--- config.mk ---
export PLATFORM = sky130hd
export DESIGN_NAME = mem_arbiter
export DESIGN_NICKNAME = d
export VERILOG_FILES = /design/src/rtl/mem_arbiter.sv
export SDC_FILE = /design/constraint.sdc
export NUM_CORES = 1
export LEC_CHECK = 0
export ABC_CLOCK_PERIOD_IN_PS = 18600
export CAP_MARGIN = 20
export CORE_AREA = 4 4 293 295
export CTS_CLUSTER_SIZE = 14
export DETAILED_ROUTE_END_ITERATION = 10
export DIE_AREA = 0 0 297 299
export GPL_TIMING_DRIVEN = 0
export HOLD_SLACK_MARGIN = 0.15
export PLACE_DENSITY = 0.51
export SETUP_SLACK_MARGIN = 0.2
export SYNTH_ARGS = -nofsm -noshare
export SYNTH_HDL_FRONTEND = slang
export SYNTH_SLANG_ARGS = --single-unit
export TNS_END_PERCENT = 30
--- constraint.sdc ---
create_clock -name clk -period 18.6 [get_ports clk]
set_input_delay 5.58 -clock clk [delete_from_list [all_inputs] [get_ports clk]]
set_output_delay 5.58 -clock clk [all_outputs]
set_load 0.005 [all_outputs]
--- src/rtl/mem_arbiter.sv ---
// mem_arbiter: two-port block-request arbiter that sequences latency-delayed rd/wr strobes into mem.
// Define MEM_ARB_RR_EN for round-robin tie-breaking; default build uses fixed priority to port 0.
`ifndef PA_WIDTH
`define PA_WIDTH 32
`endif
`ifndef BLK_WIDTH
`define BLK_WIDTH 128
`endif

module mem_arbiter #(
  parameter int LATENCY = 4
) (
  input  logic                  clk,
  input  logic                  rst,
  input  logic                  req0_valid,
  input  logic                  req0_we,
  input  logic [`PA_WIDTH-1:0]  req0_addr,
  input  logic [`BLK_WIDTH-1:0] req0_wdata,
  input  logic                  req1_valid,
  input  logic                  req1_we,
  input  logic [`PA_WIDTH-1:0]  req1_addr,
  input  logic [`BLK_WIDTH-1:0] req1_wdata,
  output logic                  req0_ready,
  output logic                  req1_ready,
  output logic                  resp0_valid,
  output logic                  resp1_valid,
  output logic [`BLK_WIDTH-1:0] resp_rdata,
  output logic [`PA_WIDTH-1:0]  mem_addr,
  output logic                  mem_rd_en,
  output logic                  mem_wr_en,
  output logic [`BLK_WIDTH-1:0] mem_wr_data,
  input  logic [`BLK_WIDTH-1:0] mem_rd_data,
  output logic                  busy
);
  // state | meaning
  // IDLE  | arbitrate, accept one request
  // WAIT  | count down the access latency
  // ISSUE | single-cycle rd/wr strobe to memory
  // CAPT  | capture read block (zeros for writes)
  // RESP  | one-cycle response pulse to granted port
  localparam int PA        = `PA_WIDTH;
  localparam int BW        = `BLK_WIDTH;
  localparam int BLK_BYTES = BW / 8;
  localparam logic [PA-1:0] ALIGN_MASK = ~(PA'(BLK_BYTES - 1));

  typedef enum logic [2:0] {IDLE, WAIT, ISSUE, CAPT, RESP} state_t;

  state_t        state, state_nxt;
  logic [7:0]    cnt;
  logic          gnt_id;
  logic          lat_we;
  logic          grant;
  logic          accept;
  logic          sel_we;
  logic [PA-1:0] sel_addr;
  logic [BW-1:0] sel_wdata;
  logic          we_nxt;
  logic          rd_en_nxt, wr_en_nxt, resp0_nxt, resp1_nxt, busy_nxt;
`ifdef MEM_ARB_RR_EN
  logic          last_grant;
`endif

  // grant = 1 selects port 1
  always_comb begin
    grant = !req0_valid;
    if (req0_valid && req1_valid) begin
`ifdef MEM_ARB_RR_EN
      grant = !last_grant;
`else
      grant = 1'b0;
`endif
    end
  end

  assign accept    = (state == IDLE) && (grant ? req1_valid : req0_valid);
  assign sel_we    = grant ? req1_we    : req0_we;
  assign sel_addr  = grant ? req1_addr  : req0_addr;
  assign sel_wdata = grant ? req1_wdata : req0_wdata;

  always_ff @(posedge clk or posedge rst) begin
    if (rst) begin
      state       <= IDLE;
      mem_rd_en   <= 1'b0;
      mem_wr_en   <= 1'b0;
      resp0_valid <= 1'b0;
      resp1_valid <= 1'b0;
      busy        <= 1'b0;
    end else begin
      state       <= state_nxt;
      mem_rd_en   <= rd_en_nxt;
      mem_wr_en   <= wr_en_nxt;
      resp0_valid <= resp0_nxt;
      resp1_valid <= resp1_nxt;
      busy        <= busy_nxt;
    end
  end

  always_comb begin
    state_nxt = state;
    case (state)
      IDLE:    if (accept) state_nxt = (LATENCY > 0) ? WAIT : ISSUE;
      WAIT:    if (cnt == 8'd1) state_nxt = ISSUE;
      ISSUE:   state_nxt = CAPT;
      CAPT:    state_nxt = RESP;
      RESP:    state_nxt = IDLE;
      default: state_nxt = IDLE;
    endcase
  end

  // strobes are computed from the next state so they come straight off flops
  always_comb begin
    req0_ready = (state == IDLE) && req0_valid && !grant;
    req1_ready = (state == IDLE) && req1_valid && grant;
    we_nxt     = accept ? sel_we : lat_we;
    rd_en_nxt  = (state_nxt == ISSUE) && !we_nxt;
    wr_en_nxt  = (state_nxt == ISSUE) && we_nxt;
    resp0_nxt  = (state_nxt == RESP) && !gnt_id;
    resp1_nxt  = (state_nxt == RESP) && gnt_id;
    busy_nxt   = (state_nxt != IDLE);
  end

  always_ff @(posedge clk or posedge rst) begin
    if (rst) begin
      cnt         <= '0;
      gnt_id      <= 1'b0;
      lat_we      <= 1'b0;
      mem_addr    <= '0;
      mem_wr_data <= '0;
      resp_rdata  <= '0;
    end else begin
      if (accept) begin
        cnt         <= 8'(LATENCY);
        gnt_id      <= grant;
        lat_we      <= sel_we;
        mem_addr    <= sel_addr & ALIGN_MASK;
        mem_wr_data <= sel_wdata;
      end else if (state == WAIT) begin
        cnt <= cnt - 8'd1;
      end
      if (state == CAPT) resp_rdata <= lat_we ? '0 : mem_rd_data;
    end
  end

`ifdef MEM_ARB_RR_EN
  always_ff @(posedge clk or posedge rst) begin
    if (rst) last_grant <= 1'b1;
    else if (accept) last_grant <= grant;
  end
`endif

endmodule
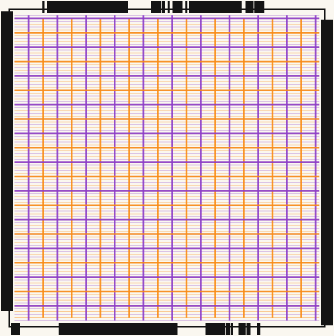
(floorplan with the power grid)
Pins as bars on the die edge.
purple -> VSS
orange -> VDD
met4 straps = 21
met5 straps = 21
placeable core region: 83200 um^2
die y size: 299 um

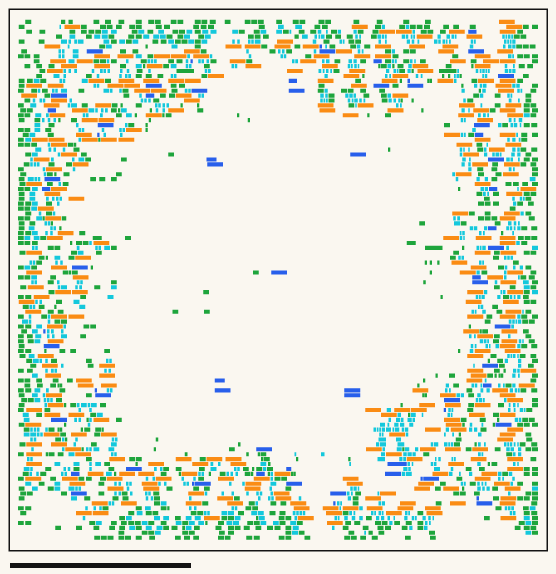
(placement by cell class)
The bar under the picture is 100 um long.
blue -> clock drivers and dummy loads  # cells 67, share of their area 5.7%
cyan -> all other logic  # cells 922, share of their area 25%
orange -> flip-flops  # cells 302, share of their area 34%
green -> other buffers and delay cells  # cells 858, share of their area 36%
Final Util: 28.4%
standard-cell rows: 106
post-route cell area: 23600 um^2
proportion of cell area occupied by registers: 32.0%

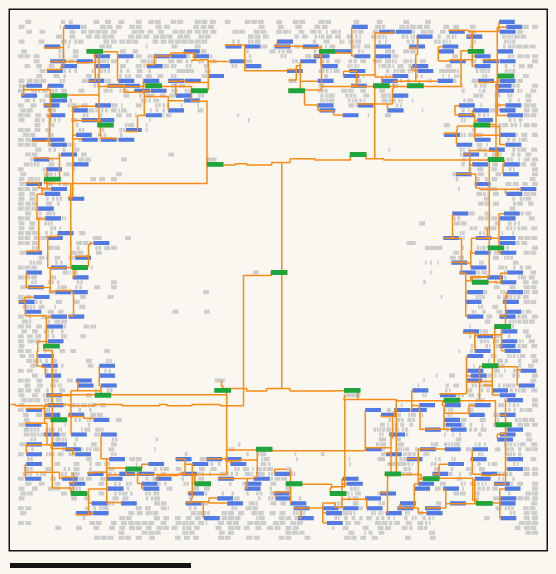
(routed clock nets over the placement)
The bar under the picture is 100 um long.
green -> cells driving clock nets  # count 38
orange -> clock wires  # length 5250 um
blue -> flip-flops  # count 302
flops lie = spread over the die
clk ins delay skew pair: 0.55 ns
clock group total power: 0.755 mW
part of the total power dissipated in the clock network: 22.1%
skew final: 0.00851 ns

==> summary.json <==
{
  "initialDrtViolationCount": 603,
  "yosys-mux-area-fraction_pct": 11.7,
  "endpoint_kind": "output pin",
  "grt_pass1_wl_mm": 102,
  "globalRouteMet3Util_pct": 5.62,
  "cp.required_ns": 13.02,
  "syn-cell-area_um2": 13500,
  "signal_buffer_area_fraction_pct": 33.6,
  "layout.cells.most_common": "sky130_fd_sc_hd__clkdlybuf4s50_1",
  "p_int_mw": 2.24,
  "clockBufferCount": 60,
  "synth_top_flop_cell": "sky130_fd_sc_hd__dfrtp_1",
  "p_sw_mw": 1.18,
  "postPlaceCellArea_um2": 22300,
  "fillerInstances": 8766,
  "p_seq_mw": 1.15,
  "top_signal_layer_used": "met5",
  "finalPower_mw": 3.42,
  "preCtsSetupSlack_ns": 5.03,
  "route.met2.wl_mm": 34.7,
  "grt_antenna_before_repair": 19,
  "post_synth_tally_of_flip_flops_with_integrated_enable": 0,
  "timing.final.ws_setup_ns": 5.11,
  "route.final.wire_length_mm": 71.9,
  "whs_path_depth": 1,
  "cells_yosys": 1338,
  "worstSetupPathDepth": 5,
  "critical_path_arrival_ns": 7.91,
  "worst_setup_path_start_kind": "primary input",
  "timing.critical_path.from": "req0_valid",
  "synthXorXnorAreaFrac_pct": 0.130,
  "logic_gates": 918,
  "timing.setup.tns_ns": 0,
  "ys_warn_count": 0,
  "maxClockFrequency_ghz": 0.0741,
  "synth-adder-area-share_pct": 0.186,
  "flop-count": 302,
  "numSynthFlops": 302,
  "avgRoutedWirePerCell_um": 22.2,
  "cp_slowest_cell": "sky130_fd_sc_hd__buf_1",
  "combAreaFraction_pct": 23.1,
  "synth.top_cells.by_area": "sky130_fd_sc_hd__dfrtp_1 (56%), sky130_fd_sc_hd__mux2i_1 (12%), sky130_fd_sc_hd__o21ai_0 (11%)",
  "area_growth_pct": 75.1,
  "instances_no_fill": 3232,
  "detailedPlacementHpwl_mm": 58.4,
  "signal_buffers": 858,
  "clock_input_transition_at_the_sequential_cells_of_the_worst_setup_and_hold_paths_ns": 0.06,
  "numClockSinks": 302,
  "drc": 0,
  "topCombFamilyByArea": "AND-OR/OR-AND gates",
  "worst_path_buf_inv": 4,
  "period_minus_slack_ns": 13.49,
  "critical-path-max-stage-delay_ns": 0.76,
  "worstSetupEndpoint": "req0_ready",
  "fin_max_slew_vios": 0,
  "maxSlewHeadroom_pct": 30.7,
  "crit_path_cell_trace": "buf_2 > buf_2 > buf_1 > and2_1 > clkdlybuf4s50_1",
  "via_count": 13300,
  "critPathKind": "in2out",
  "sw_frac_of_total_pct": 34.5,
  "vdd_ir_drop_max_mv": 0.0644,
  "hold_class": "reg2reg",
  "final.signal_inverter_count": 4,
  "synth_area_leader_cell": "sky130_fd_sc_hd__dfrtp_1",
  "clk_share_pct": 5.39,
  "post-cts-setup-buffer-count": 0,
  "net_count_reported_at_finish": 2578,
  "cp_common_cell": "sky130_fd_sc_hd__buf_2",
  "place.detailed.instances": 3161,
  "tritoncts": "done",
  "chip_footprint_um2": 88800,
  "report.final.setup_viol": 0,
  "cpLargestDelayFamily": "buffers and inverters",
  "antenna-diode-count": 3,
  "timing.critical_path.fanout_max": 10,
  "combinational_power_share_pct": 44.4,
  "cts_resized": 0,
  "die-width_um": 297,
  "num_tap_cells": 1080,
  "dominant_cells": "non-clock buffers",
  "hold_path.startpoint": "gnt_id$_DFFE_PP0P_",
  "syn-instance-count": 1338,
  "htree_levels": 2,
  "post_synth_most_frequent_cells": "sky130_fd_sc_hd__dfrtp_1 (302), sky130_fd_sc_hd__o21ai_0 (295), sky130_fd_sc_hd__mux2i_1 (157)",
  "dr.pass1.iters": 5,
  "register_to_register_path_depth": 6,
  "ys_seq_share_pct": 56.1,
  "hold_ws_ns": 0.458,
  "top_cell_area_share_pct": 56.1,
  "seq_area_um2": 7560,
  "root_buffer": "sky130_fd_sc_hd__clkbuf_16",
  "top_usage_layer": "met2",
  "final_hold_viol_count": 0,
  "grt_max_degree": 119,
  "final_layout_top_logic_cells": "sky130_fd_sc_hd__clkdlybuf4s50_1 (735), sky130_fd_sc_hd__dfrtp_1 (302), sky130_fd_sc_hd__o21ai_0 (295)",
  "dominant_power_group": "combinational cells",
  "min_period_over_period_pct": 72.5,
  "most_frequently_used_cell_type_in_the_post_synthesis_netlist": "sky130_fd_sc_hd__dfrtp_1",
  "aoi_share_pct": 17.3,
  "worst_pin_slew_ns": 1.04,
  "global_route_total_usage_across_every_layer_pct": 15.5,
  "power_density_nw_per_um2": 145,
  "rsz_0062_raised_after_global_routing": "false",
  "run_status": "complete, no violations",
  "ff2ff_setup_slack_ns": 15.75,
  "warnings": 41,
  "multi_input_comb_area_um2": 5460,
  "syn_area_per_cell_um2": 10.1,
  "synth_cell_types": 35,
  "largestRegisters": "mem_wr_data (128), resp_rdata (128), mem_addr (28)",
  "post_drt_via_cell_ratio": 4.12,
  "gpl.final_weighted_congestion": 0.886,
  "crit-reg2reg-launch": "state[0]$_DFF_PP0_",
  "min_to": "resp0_valid$_DFF_PP0_",
  "detail-route-antenna-nets": 0,
  "worst_r2r_endpoint": "resp_rdata[37]$_DFFE_PP0P_",
  "grt.overflow.total": 0,
  "max_cap_viol_count": 0,
  "synth_chip_area_um2": 13500,
  "use_met2_pct": 26.8
}
No activity file was given, so power comes from the tool's default toggle rates.
